File: src/rtl/csel_adder_pipe.sv
// Pipelined carry-select adder/subtractor: one register stage per BLOCK-bit slice, valid/ready on both ends.
// Optional signed-overflow output Ovf is enabled by defining CSEL_ADDER_OVF_EN.
module csel_adder_pipe #(
   parameter int WIDTH = 16,
   parameter int BLOCK = 4
) (
   input  logic             clk,
   input  logic             rst_n,
   input  logic             in_valid,
   output logic             in_ready,
   input  logic [WIDTH-1:0] A,
   input  logic [WIDTH-1:0] B,
   input  logic             Cin,
   input  logic             sub,
   output logic             out_valid,
   input  logic             out_ready,
   output logic [WIDTH-1:0] Sum,
   output logic             Cout
`ifdef CSEL_ADDER_OVF_EN
   ,
   output logic             Ovf
`endif
);

   localparam int NUM_BLK = (BLOCK >= 1) ? (WIDTH / BLOCK) : 1;

   if (BLOCK < 1) begin : g_bad_block
      $error("csel_adder_pipe: BLOCK must be at least 1");
   end else if ((WIDTH % BLOCK) != 0) begin : g_bad_width
      $error("csel_adder_pipe: WIDTH must be a multiple of BLOCK");
   end

   // Ripple chain of full adders over one slice; returns {carry_out, sum}.
   function automatic logic [BLOCK:0] ripple(input logic [BLOCK-1:0] a,
                                             input logic [BLOCK-1:0] b,
                                             input logic             cin);
      logic [BLOCK-1:0] s;
      logic             cy;
      cy = cin;
      s  = '0;
      for (int i = 0; i < BLOCK; i++) begin
         s[i] = a[i] ^ b[i] ^ cy;
         cy   = (a[i] & b[i]) | (cy & (a[i] ^ b[i]));
      end
      return {cy, s};
   endfunction

   // Index k holds what stage k consumes; index 0 is the conditioned input beat.
   logic [WIDTH-1:0] a_pipe [0:NUM_BLK];
   logic [WIDTH-1:0] b_pipe [0:NUM_BLK];
   logic [WIDTH-1:0] s_pipe [0:NUM_BLK];
   logic             c_pipe [0:NUM_BLK];
   logic             v_pipe [0:NUM_BLK];
   logic             en;

   assign en        = ~out_valid | out_ready;
   assign in_ready  = en;

   assign a_pipe[0] = A;
   assign b_pipe[0] = sub ? ~B : B;
   assign c_pipe[0] = sub ? 1'b1 : Cin;
   assign v_pipe[0] = in_valid;
   assign s_pipe[0] = '0;

`ifdef CSEL_ADDER_OVF_EN
   logic last_sum_msb;
   logic last_cout;
   logic ovf_reg;
`endif

   genvar gi;
   for (gi = 0; gi < NUM_BLK; gi++) begin : g_stage
      localparam int LO = gi * BLOCK;

      logic [BLOCK-1:0] a_sl, b_sl;
      logic [BLOCK-1:0] sum0, sum1, sum_sel;
      logic             co0, co1, c_sel;
      logic [WIDTH-1:0] s_next;
      logic [WIDTH-1:0] a_reg, b_reg, s_reg;
      logic             c_reg, v_reg;

      assign a_sl = a_pipe[gi][LO +: BLOCK];
      assign b_sl = b_pipe[gi][LO +: BLOCK];

      // Both carry hypotheses are computed up front; the registered carry only drives the mux.
      assign {co0, sum0} = ripple(a_sl, b_sl, 1'b0);
      assign {co1, sum1} = ripple(a_sl, b_sl, 1'b1);
      assign sum_sel     = c_pipe[gi] ? sum1 : sum0;
      assign c_sel       = c_pipe[gi] ? co1  : co0;

      always_comb begin
         s_next              = s_pipe[gi];
         s_next[LO +: BLOCK] = sum_sel;
      end

      always_ff @(posedge clk) begin
         if (!rst_n) begin
            v_reg <= 1'b0;
            c_reg <= 1'b0;
            s_reg <= '0;
         end else if (en) begin
            v_reg <= v_pipe[gi];
            c_reg <= c_sel;
            s_reg <= s_next;
         end
      end

      // Operand skew registers carry the not-yet-added upper slices alongside the beat.
      always_ff @(posedge clk) begin
         if (en) begin
            a_reg <= a_pipe[gi];
            b_reg <= b_pipe[gi];
         end
      end

      assign a_pipe[gi+1] = a_reg;
      assign b_pipe[gi+1] = b_reg;
      assign s_pipe[gi+1] = s_next_q(s_reg);
      assign c_pipe[gi+1] = c_reg;
      assign v_pipe[gi+1] = v_reg;

`ifdef CSEL_ADDER_OVF_EN
      if (gi == NUM_BLK - 1) begin : g_last
         assign last_sum_msb = sum_sel[BLOCK-1];
         assign last_cout    = c_sel;
      end
`endif
   end

   function automatic logic [WIDTH-1:0] s_next_q(input logic [WIDTH-1:0] v);
      return v;
   endfunction

   assign out_valid = v_pipe[NUM_BLK];
   assign Sum       = s_pipe[NUM_BLK];
   assign Cout      = c_pipe[NUM_BLK];

`ifdef CSEL_ADDER_OVF_EN
   // Carry into the MSB is recovered as a ^ b ^ sum at that bit position.
   always_ff @(posedge clk) begin
      if (!rst_n) begin
         ovf_reg <= 1'b0;
      end else if (en) begin
         ovf_reg <= a_pipe[NUM_BLK-1][WIDTH-1] ^ b_pipe[NUM_BLK-1][WIDTH-1]
                    ^ last_sum_msb ^ last_cout;
      end
   end

   assign Ovf = ovf_reg;
`endif

endmodule

File: config.mk
export PLATFORM = sky130hd
export DESIGN_NAME = csel_adder_pipe
export DESIGN_NICKNAME = d
export VERILOG_FILES = /design/src/rtl/csel_adder_pipe.sv
export SDC_FILE = /design/constraint.sdc
export NUM_CORES = 1
export LEC_CHECK = 0
export CORE_MARGIN = 1.5
export CORE_UTILIZATION = 48
export DETAILED_ROUTE_END_ITERATION = 16
export PLACE_DENSITY = 0.72
export REMOVE_ABC_BUFFERS = 1
export SETUP_SLACK_MARGIN = 0.5
export SYNTH_ARGS = -nofsm -noshare
export SYNTH_HDL_FRONTEND = slang
export SYNTH_SLANG_ARGS = --single-unit
File: constraint.sdc
create_clock -name clk -period 3.7 [get_ports clk]
set_clock_uncertainty 0.2 [all_clocks]
set_input_delay 0.37 -clock clk [delete_from_list [all_inputs] [get_ports clk]]
set_output_delay 0.37 -clock clk [all_outputs]
set_load 0.005 [all_outputs]
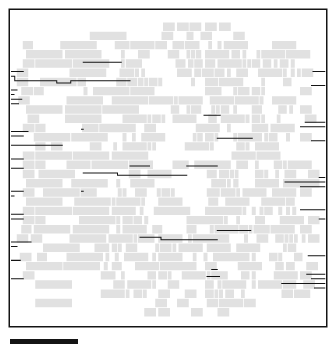
*Met3 routing, run 1*
Bar = 20 um.
wire length on this layer: 298 um
longest straight run: 20.5 um
nets with wire on the layer: 36
met3 Track Usage GR: 4.959%
final WL: 5.646 mm

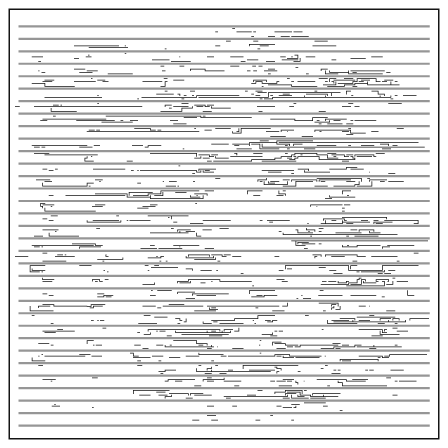
*Met1 routing, run 1*
Supply wires on this layer in gray.
longest straight run: 35.4 um
share of all routed wire: 43%
nets with wire on the layer: 379
routed vias: 2245
M1 GR Usage: 16.92%

==> results.ini, run 1 <==
[timing]
finalSetupViolations=0
fin_crit_sh_pct=77.23
max_freq_mhz=349.9
slew_viol_final=0

[finish]
instances_no_fill=479
n_all_buffers=59
clk_share_pct=3.961
final_area_um2=4674
clock_buffers=10
synthToLayoutAreaGrowth_pct=19.36
n_all_inverters=27
seq_cells=96
nFillCells=656
post_route_cells_drive_above_1_share_pct=5.305

[worst_setup_path]
required_ns=3.75
arrival_ns=2.91
rrSetupSlack_ns=1.25
timing.rr.start=g_stage[2].b_reg[12]$_DFFE_PP_
cp_common_cell=fa_1
crit_fanout=2

[placement]
dpl_worst_slack_ns=0.4350
gp_congestion=0.7404

[logic_synthesis]
syn_area_um2=3916
top_cell=nand2_1
ys_cells=319
synth_warnings=0
ff_type=edfxtp_1
synth-seq-area-share_pct=61.34

[floorplanning]
fp.dieH_um=93.33
die_width_um=93.33

[status]
status=complete, no violations

[power_and_ir_drop]
vdd_ir_drop_max_mv=0.2434
power_frac_seq_pct=58.2
pwr-share-clk_pct=29.3
p_sw_share_pct=24.84
p_comb_share_pct=12.6

[drt]
wl_met2_mm=2.791
drt-initial-drc-count=51

[cts]
clkTransAtPathRegs_ns=0.10

[hold_path]
hold_depth=0

[grt]
first_global_vias=2084

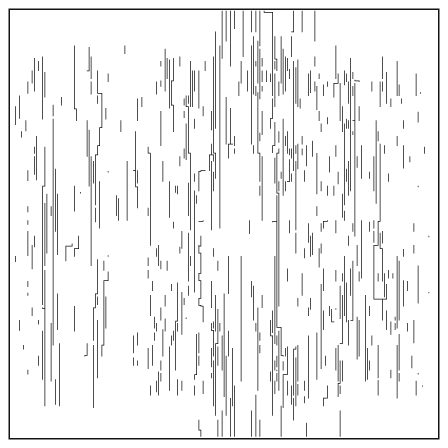
*Met2 routing, run 1*
longest straight run: 49.3 um
main direction: vertical
wire length on this layer: 2790 um
met2 Use GR: 24.09%

run 1: power by group through the flow:
| stage | registers, mW | clock network (mW) | logic [mW] |
|---|---|---|---|
| 2_1_floorplan | 1.29 | 0 | 0.156 |
| 3_3_place_gp | 1.29 | 0 | 0.268 |
| 3_5_place_dp | 1.30 | 0 | 0.278 |
| 4_1_cts | 1.28 | 0.669 | 0.281 |
| 5_1_grt | 1.29 | 0.712 | 0.317 |
| 6_report | 1.27 | 0.641 | 0.275 |
run 1: layout by cell type (no fill, tap or decap):
| master | instances |
|---|---|
| xor2_1 | 14 |
| or3_1 | 1 |
| fa_1 | 12 |
| inv_6 | 2 |
| clkbuf_1 | 1 |
| nand4_1 | 1 |
| a21oi_1 | 1 |
| edfxtp_1 | 48 |
| clkbuf_8 | 9 |
| nand3_1 | 1 |
| nor2b_4 | 1 |
| a21boi_0 | 1 |
| ha_1 | 8 |
| nor2_1 | 1 |
| clkinv_4 | 2 |
| a21boi_1 | 32 |
| buf_4 | 3 |
| dfxtp_1 | 48 |
| xnor2_1 | 5 |
| nand2_1 | 82 |
| inv_8 | 3 |
| inv_1 | 26 |
| clkdlybuf4s50_1 | 56 |
| o31ai_1 | 1 |
| o211a_1 | 13 |
| o21a_1 | 1 |
| o21ai_0 | 4 |
run 1: cell families (layout without fill, tap and decap cells):
kind of cell | after synthesis | after routing | share of synthesized area (%)
flip-flops | 96 | 96 | 61.34
AND/OR/NAND/NOR | 87 | 87 | 8.754
AND-OR/OR-AND | 53 | 53 | 10.67
buffers and inverters | 44 | 102 | 6.294
adder cells (fa/ha/maj) | 20 | 20 | 8.690
XOR/XNOR | 19 | 19 | 4.249
==> inputs of run 2 (changes only) <==
Settings changed: PLACE_DENSITY 0.72 to 0.75.
Clock period 3.7 ns to 2.45 ns, I/O delays scaled along.
==> run 2 against run 1 <==
Effect of this change:
- register-to-register slack lost 1.1 ns
- via count increased by 2.7%
- setup slack worse by 0.74 ns
- critical path type is now register to register
- critical endpoint is now Sum[15]$_SDFFE_PN0P_
- highest routed layer unchanged
==> results.ini, run 2 <==
[status]
status=complete, no violations

[floorplanning]
die_width_um=93.33
fp.dieH_um=93.33

[finish]
final_area_um2=4851
instances_no_fill=488
synthToLayoutAreaGrowth_pct=23.87
post_route_cells_drive_above_1_share_pct=17.10
mostFrequentLayoutCells=nand2_1, clkdlybuf4s50_1, dfxtp_1, edfxtp_1, a21boi_1

[timing]
finalSetupViolations=0
max_freq_mhz=426.2
fin_crit_sh_pct=95.77
slew_viol_final=0

[placement]
dpl_worst_slack_ns=-0.6180

[worst_setup_path]
required_ns=2.55
arrival_ns=2.45
cp_common_cell=fa_2
timing.rr.start=g_stage[2].b_reg[12]$_DFFE_PP_
crit_fanout=2

[cts]
clkTransAtPathRegs_ns=0.10

[grt]
use_met1_pct=18.82
first_global_vias=2172
grt_util_met3_pct=4.065

[power_and_ir_drop]
vdd_ir_drop_max_mv=0.4048
power_frac_seq_pct=57.6
p_comb_share_pct=13.6
p_sw_share_pct=25.12

[logic_synthesis]
synth-seq-area-share_pct=61.34
top_cell=nand2_1
ys_cells=319
syn_area_um2=3916
ff_type=edfxtp_1

-- run 2: cell counts after synthesis --
Identical to the previous run, type by type.
-- run 2: logic make-up (layout without fill, tap and decap cells) --
kind of cell    after synthesis  count (layout)  synth area share, %
xor+xnor                     19              19                4.249
fa+ha+maj                    20              20                8.690
buf+inv                      44             111                6.294
simple gates                 87              87                8.754
flops                        96              96                61.34
compound gates               53              53                10.67
-- run 2: cell type report --
class	count	share of cell area [%]
flip-flops and latches	96	49.52
multi-input cells	179	28.11
repair buffers	66	13.39
well taps	102	2.631
clock buffers	9	2.554
inverters	27	2.244
clock inverters	7	1.290
repair inverters	2	0.2579
-- run 2: power groups by stage --
stage | Sequential [mW] | Combinational [mW] | Clock (mW)
5_1_grt | 1.95 | 0.524 | 1.07
3_5_place_dp | 1.96 | 0.426 | 0
2_1_floorplan | 1.95 | 0.236 | 0
3_3_place_gp | 1.95 | 0.412 | 0
4_1_cts | 1.93 | 0.454 | 1.00
6_report | 1.93 | 0.457 | 0.964
-- run 2: how the worst min path moves through the flow --
stage,endpoint,slack (ns),cells after the start
after floorplan,g_stage[0].a_reg[10]$_DFFE_PP_,0.14,0
after global placement,g_stage[1].a_reg[15]$_DFFE_PP_,0.20,0
after detailed placement,g_stage[1].a_reg[8]$_DFFE_PP_,0.20,0
after CTS,g_stage[0].v_reg$_SDFFE_PN0P_,0.22,3
after global routing,g_stage[1].a_reg[8]$_DFFE_PP_,0.23,0
final,g_stage[1].b_reg[10]$_DFFE_PP_,0.23,0
-- run 2: timing repair --
action                                 CTS  global route
setup endpoints to repair               14            12
setup buffers                            2             0
endpoints found under the hold margin    0             0
pin swaps                               12             9
gates cloned                             2             0
gates resized                           42            11
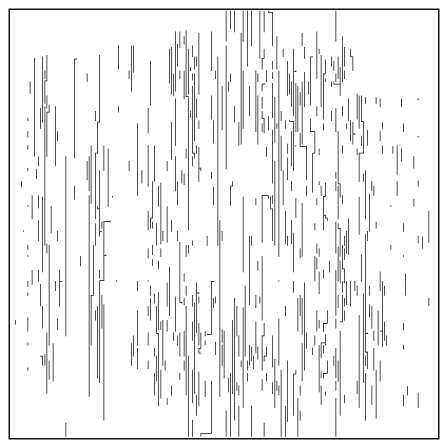
*Met2 routing, run 2*
nets with wire on the layer: 363
main direction: vertical
share of all routed wire: 50%
met2 Use GR: 25.36%
final WL: 5.910 mm

No activity file was given, so power comes from the tool's default toggle rates.
